### src/rtl/riscv_fetch_stage.sv
// riscv_fetch_stage: RV32I program counter and IF/ID pipeline register.
// The update order is reset, then branch redirect with flush, then stall hold, then normal fetch.
module riscv_fetch_stage #(
    parameter int unsigned      XLEN      = 32,
    parameter logic [XLEN-1:0]  RESET_PC  = 32'h0000_0000,
    parameter logic [31:0]      NOP_INSTR = 32'h0000_0013
) (
    input  logic            clk,
    input  logic            rst,
    input  logic            stall,
    input  logic            branch_taken,
    input  logic [XLEN-1:0] branch_target,
    output logic [XLEN-1:0] imem_addr,
    input  logic [31:0]     imem_rdata,
    output logic [XLEN-1:0] pc,
    output logic [XLEN-1:0] ifid_pc,
    output logic [XLEN-1:0] ifid_pc_plus4,
    output logic [31:0]     ifid_instr,
    output logic            ifid_valid
);
    logic [XLEN-1:0] pc_q, pc_d, ifid_pc_q, ifid_pc_d, ifid_pc4_q, ifid_pc4_d, pc_plus4;
    logic [31:0]     ifid_instr_q, ifid_instr_d;
    logic            ifid_valid_q, ifid_valid_d;

    assign pc_plus4 = pc_q + XLEN'(4);

    // A redirect leaves ifid_pc/ifid_pc_plus4 untouched; only the instruction and valid flag are flushed.
    always_comb begin
        pc_d         = pc_q;
        ifid_pc_d    = ifid_pc_q;
        ifid_pc4_d   = ifid_pc4_q;
        ifid_instr_d = ifid_instr_q;
        ifid_valid_d = ifid_valid_q;
        if (branch_taken) begin
            pc_d         = {branch_target[XLEN-1:2], 2'b00};
            ifid_instr_d = NOP_INSTR;
            ifid_valid_d = 1'b0;
        end else if (!stall) begin
            pc_d         = pc_plus4;
            ifid_pc_d    = pc_q;
            ifid_pc4_d   = pc_plus4;
            ifid_instr_d = imem_rdata;
            ifid_valid_d = 1'b1;
        end
    end

    always_ff @(posedge clk) begin
        if (rst) begin
            pc_q         <= RESET_PC;
            ifid_pc_q    <= '0;
            ifid_pc4_q   <= XLEN'(4);
            ifid_instr_q <= NOP_INSTR;
            ifid_valid_q <= 1'b0;
        end else begin
            pc_q         <= pc_d;
            ifid_pc_q    <= ifid_pc_d;
            ifid_pc4_q   <= ifid_pc4_d;
            ifid_instr_q <= ifid_instr_d;
            ifid_valid_q <= ifid_valid_d;
        end
    end

    assign imem_addr     = pc_q;
    assign pc            = pc_q;
    assign ifid_pc       = ifid_pc_q;
    assign ifid_pc_plus4 = ifid_pc4_q;
    assign ifid_instr    = ifid_instr_q;
    assign ifid_valid    = ifid_valid_q;
endmodule

### config.mk
export PLATFORM = sky130hd
export DESIGN_NAME = riscv_fetch_stage
export DESIGN_NICKNAME = d
export VERILOG_FILES = /design/src/rtl/riscv_fetch_stage.sv
export SDC_FILE = /design/constraint.sdc
export NUM_CORES = 1
export LEC_CHECK = 0
export CORE_AREA = 2 2 119 121
export DETAILED_ROUTE_END_ITERATION = 10
export DIE_AREA = 0 0 121 123
export MAX_ROUTING_LAYER = met4
export PLACE_DENSITY = 0.9
export RECOVER_POWER = 100
export SYNTH_ARGS = -nofsm -noshare
export SYNTH_HDL_FRONTEND = slang
export SYNTH_SLANG_ARGS = --single-unit
### constraint.sdc
create_clock -name clk -period 2.93 [get_ports clk]
set_clock_uncertainty 0.1 [all_clocks]
set_input_delay 0.586 -clock clk [delete_from_list [all_inputs] [get_ports clk]]
set_output_delay 0.586 -clock clk [all_outputs]
set_load 0.05 [all_outputs]
layer_met1.png
Cells faint in the background.
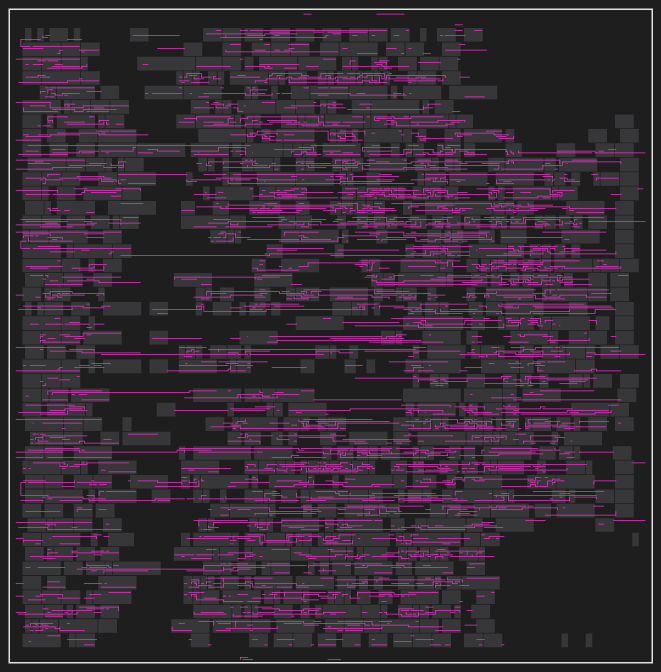
main direction	horizontal
wire length on this layer	7490 um
share of all routed wire	42%
longest straight run	41.9 um
met1 usage: 0.306
aggregate routed wire length: 17900 um
total via count after detailed routing: 5657

layer_met2.png
Scale bar: 20 um.
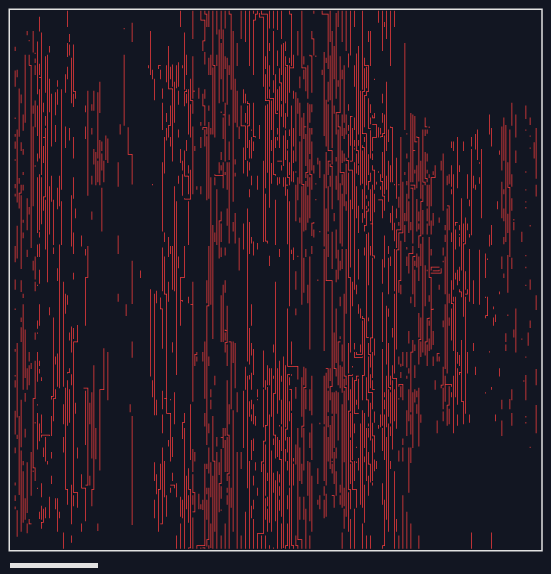
main direction	vertical
wire length on this layer	8290 um
global-route met2 utilization: 0.376

layer_met3.png
Scale bar: 20 um.
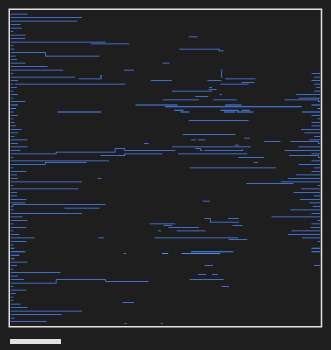
main direction	horizontal
longest straight run	52.9 um
nets with wire on the layer	182
GRT met3 Usage: 0.0867

==> run summary <==
Update from the flow run.

The run finished with clean final reports. Per the synthesis report, the adder-cell share of the synthesized area is 0.00214. The number of antenna violations at the first check in global routing is 0. The slew at the pin closest to its max-slew limit is 1.15 ns.

For reference, the mux area share after synthesis is 0.0564. Averaged over all synthesized cells, the footprint is 8.63 sq um. The CTS tree is yes. Measured along the y axis, the die boundary spans 123 um. The worst setup path is launched from a flip-flop. The tally of clock buffers in the finished layout is 21.

The fraction of area in registers is 0.295. In the per-layer summary, the met1 wirelength comes to 7490 um. The synthesis run identifies the leading combinational cell family as simple AND/OR/NAND/NOR gates. Per the cell usage report, the commonest logic cell in the layout is sky130_fd_sc_hd__dlygate4sd3_1. The layout report lists the clock-cell share of area as 0.0744. The simple-gate portion of the synthesized area is 0.209. Yosys printed 0 warnings. For this run, the final setup violation count is recorded as 0.

The H-tree depth reported by CTS is 4. The worst-case reg-to-reg setup slack stands at 0.32 ns. The deepest clock path buffer count is 2. Looking at the reg2reg group, the worst path starts from imem_addr[4]$_SDFFE_PP0P_. Sequential power for this build is 0.00186 W. The sink of the worst hold path is ifid_valid$_SDFFE_PP0N_.

After synthesis, the chip area reported by Yosys is 5860 sq um. From left edge to right edge, the die measures 121 um. The aoi/oai-family share of the synthesized area is 0.161.

Timing would allow up to 0.370 GHz. The number of placed instances, taps included, is 1010. The arrival time of the worst setup path is 2.01 ns. The area added between synthesis and finish is 42.7%.

The clock transition at the registers of the reported paths is 0.05 ns. The count of nets left with antenna violations once routing finished came out at 0. Entering global routing, the biggest net connects 69 pins. The footprint of the flip-flops and latches is 2460 sq um. The analysis attributes to net switching a power of 0.00151 W. The endpoint required time on the critical path is 2.24 ns.

The proportion of synthesized flip-flops having asynchronous set or reset is 0. The first global-routing pass estimated 27700 um of wire. The register with the most flip-flops in the layout has 32 of them. For this design, Yosys synthesis ends with a cell count of 679. TritonRoute reported its final design rule violation total as 0. The number of max-cap violations is 0.

The floorplan has 43 rows. The group drawing the most power is clock. The total placed instance area is 7830 sq um. Summed over all nets, the half-perimeter wirelength after detailed placement is 12600 um. The capturing element type of the critical path is an output port.

The routed length on met2 is 8290 um. The critical-path maximum fanout is 10. The number of top-level pins is 229. In the final layout, the share of cells above drive strength 1 is 0.0661. The cell-mix breakdown from Yosys lists the XOR/XNOR area share as 0.0299. The area of the die is 14900 sq um. The number of warning messages in the logs is 28.

The power after layout is 0.00501 W. Once synthesis finished, the tally of register bits stood at 123. The fraction of cell area in multi-input combinational cells is reported as 0.320. The count of cell types in the netlist is 55.

Leaving out fill and tap cells, the most frequent cells in the layout are sky130_fd_sc_hd__dlygate4sd3_1 (154), sky130_fd_sc_hd__dfxtp_1 (123), sky130_fd_sc_hd__nand2_1 (88). The design internal power is 0.00350 W. The via count of the first global-routing pass is 5235.

The combined buffer and inverter count along the critical path is 1. The clock share of power is 0.437. The total of buffers placed on input and output ports is 218. The non-clock buffer contribution to total cell area is 0.278. The hold path depth is 2. Of the total power, combinational logic draws 0.192. The finished design was reported to have a net count of 918.

The count of inverters other than clock inverters in the layout is 14. The most common cell in the synthesized netlist is sky130_fd_sc_hd__dfxtp_1. Per the layout report, the design carries 1134 filler cells.

Synthesis produced 679 cells. The power in the clock group is 0.00219 W. The area of the mapped netlist is 5860 sq um.

Ranked by instance count, the synthesized netlist is headed by sky130_fd_sc_hd__dfxtp_1 (123), sky130_fd_sc_hd__nand2_1 (88), sky130_fd_sc_hd__nor2_1 (61), sky130_fd_sc_hd__buf_4 (41), sky130_fd_sc_hd__a21oi_1 (40). The capture point of the worst path is imem_addr[15]. The cell kind with the greatest summed area is logic gates. The number of synthesized flops with an enable pin is 0. The busiest layer in global routing is met2. The beginning of the critical path is imem_addr[15]$_SDFFE_PP0P_.

Looking at hold timing, the worst path starts from ifid_valid$_SDFFE_PP0N_. The leakage power summed over all cells is 3.36 nW. The first TritonRoute pass finished after 5 iterations. The finished layout reports a core utilization of 0.614. The number of cells upsized or downsized after cts is 0. The power report attributes to the sequential group a share of 0.371.

Of all cell types, the one taking the most synthesized area is sky130_fd_sc_hd__dfxtp_1. The worst hold margin is 0.344 ns. Setup slack on the critical path of the routed design comes to 0.230 ns. After routing the design area is 8360 sq um. Multi-input combinational cells in the finished layout were counted as 453.

Leaving out buffers and inverters, the combinational logic in the layout accounts for 2680 sq um. The global router's overall resource usage is 0.248. Pins over their slew limit in the final report were tallied at 0. The detailed router used layers up to and including met4.

According to the tapcell log, the count of inserted taps is 180. The synthesis report names the predominant flop master as sky130_fd_sc_hd__dfxtp_1. The via-per-instance ratio is 5.43. The report puts the cell count of the worst reg-to-reg path at 6. The type of the worst min-delay path is reg -> reg.

The finished layout holds 1042 standard cells, fillers aside. The worst vdd rail ir drop is 0.332 mV. The antenna diode count is 0. The shortest period the worst path allows is 2.70 ns. The final estimated routing congestion in global placement is 0.855. For the worst reg-to-reg path, the endpoint reported by OpenROAD is imem_addr[26]$_SDFFE_PP0P_. Prior to clock tree synthesis, the placed netlist has a worst setup slack of 0.376 ns.

The highest cell delay on the worst timing path is 0.95 ns. Once the clock tree was built, the setup fixing pass inserted 0 buffers. Leaving out the clock tree, the finished layout contains a buffer count of 240. The critical path goes through dlygate4sd3_1.

In this run the number of cells on the critical path is 1. The synthesis report lists the most area-consuming cells as sky130_fd_sc_hd__dfxtp_1 (42%), sky130_fd_sc_hd__mux2i_1 (5.6%), sky130_fd_sc_hd__nand2_1 (5.6%). After clock tree synthesis, the flow added hold-fix buffers numbering 0. The accumulated negative setup slack is 0 ns. The average wire per standard cell is 17.2 um. The area of the core is 13600 sq um. The top cell family by delay on the critical path is buffers and inverters.

The share of the synthesized area in the top cell type is 0.420. After the first detailed-routing iteration, the DRC count stood at 456. The category of the most critical setup path is reg -> out. The final number of hold-violating endpoints is 0. The final timing summary puts the cycle share of the worst path at 0.921. For this run, the register share of the synthesized area comes to 0.420. Setup repair after global routing left no endpoint under its margin. The aggregate global routing overflow is 0. The detailed route wirelength on metal3 is 1770 um.

The clock root buffer is sky130_fd_sc_hd__clkbuf_16. In the floorplan report the effective utilization is 0.430. The critical-path cell with the highest stage delay is sky130_fd_sc_hd__dlygate4sd3_1. The switching portion of total power comes to 0.302. The report lists the power per cell area as 599 nW/um^2. The power in combinational cells is 0.000961 W. Checking max transition, the worst relative margin is 0.231.
layer_met4.png
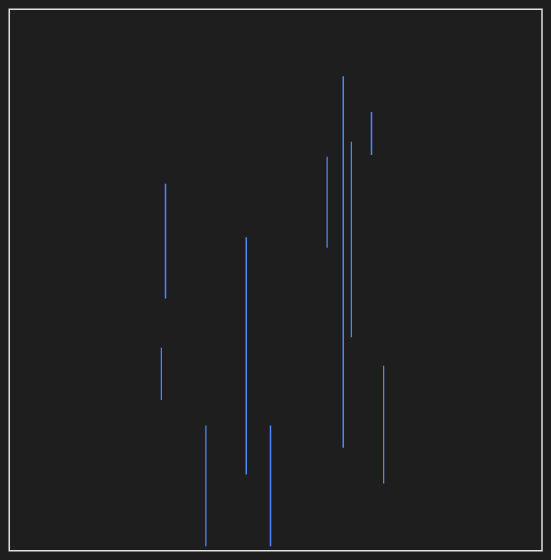
nets with wire on the layer	8
share of all routed wire	1.8%

clocks.png
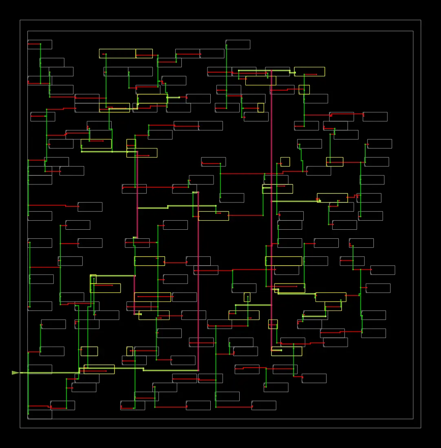
Skew-Pair Late Insertion Delay: 0.42 ns
layout sequential cell count: 123
CTS sink count: 123
total clock buffers created by CTS: 17

Power figures rest on the tool's default switching activity, not on a simulated workload.
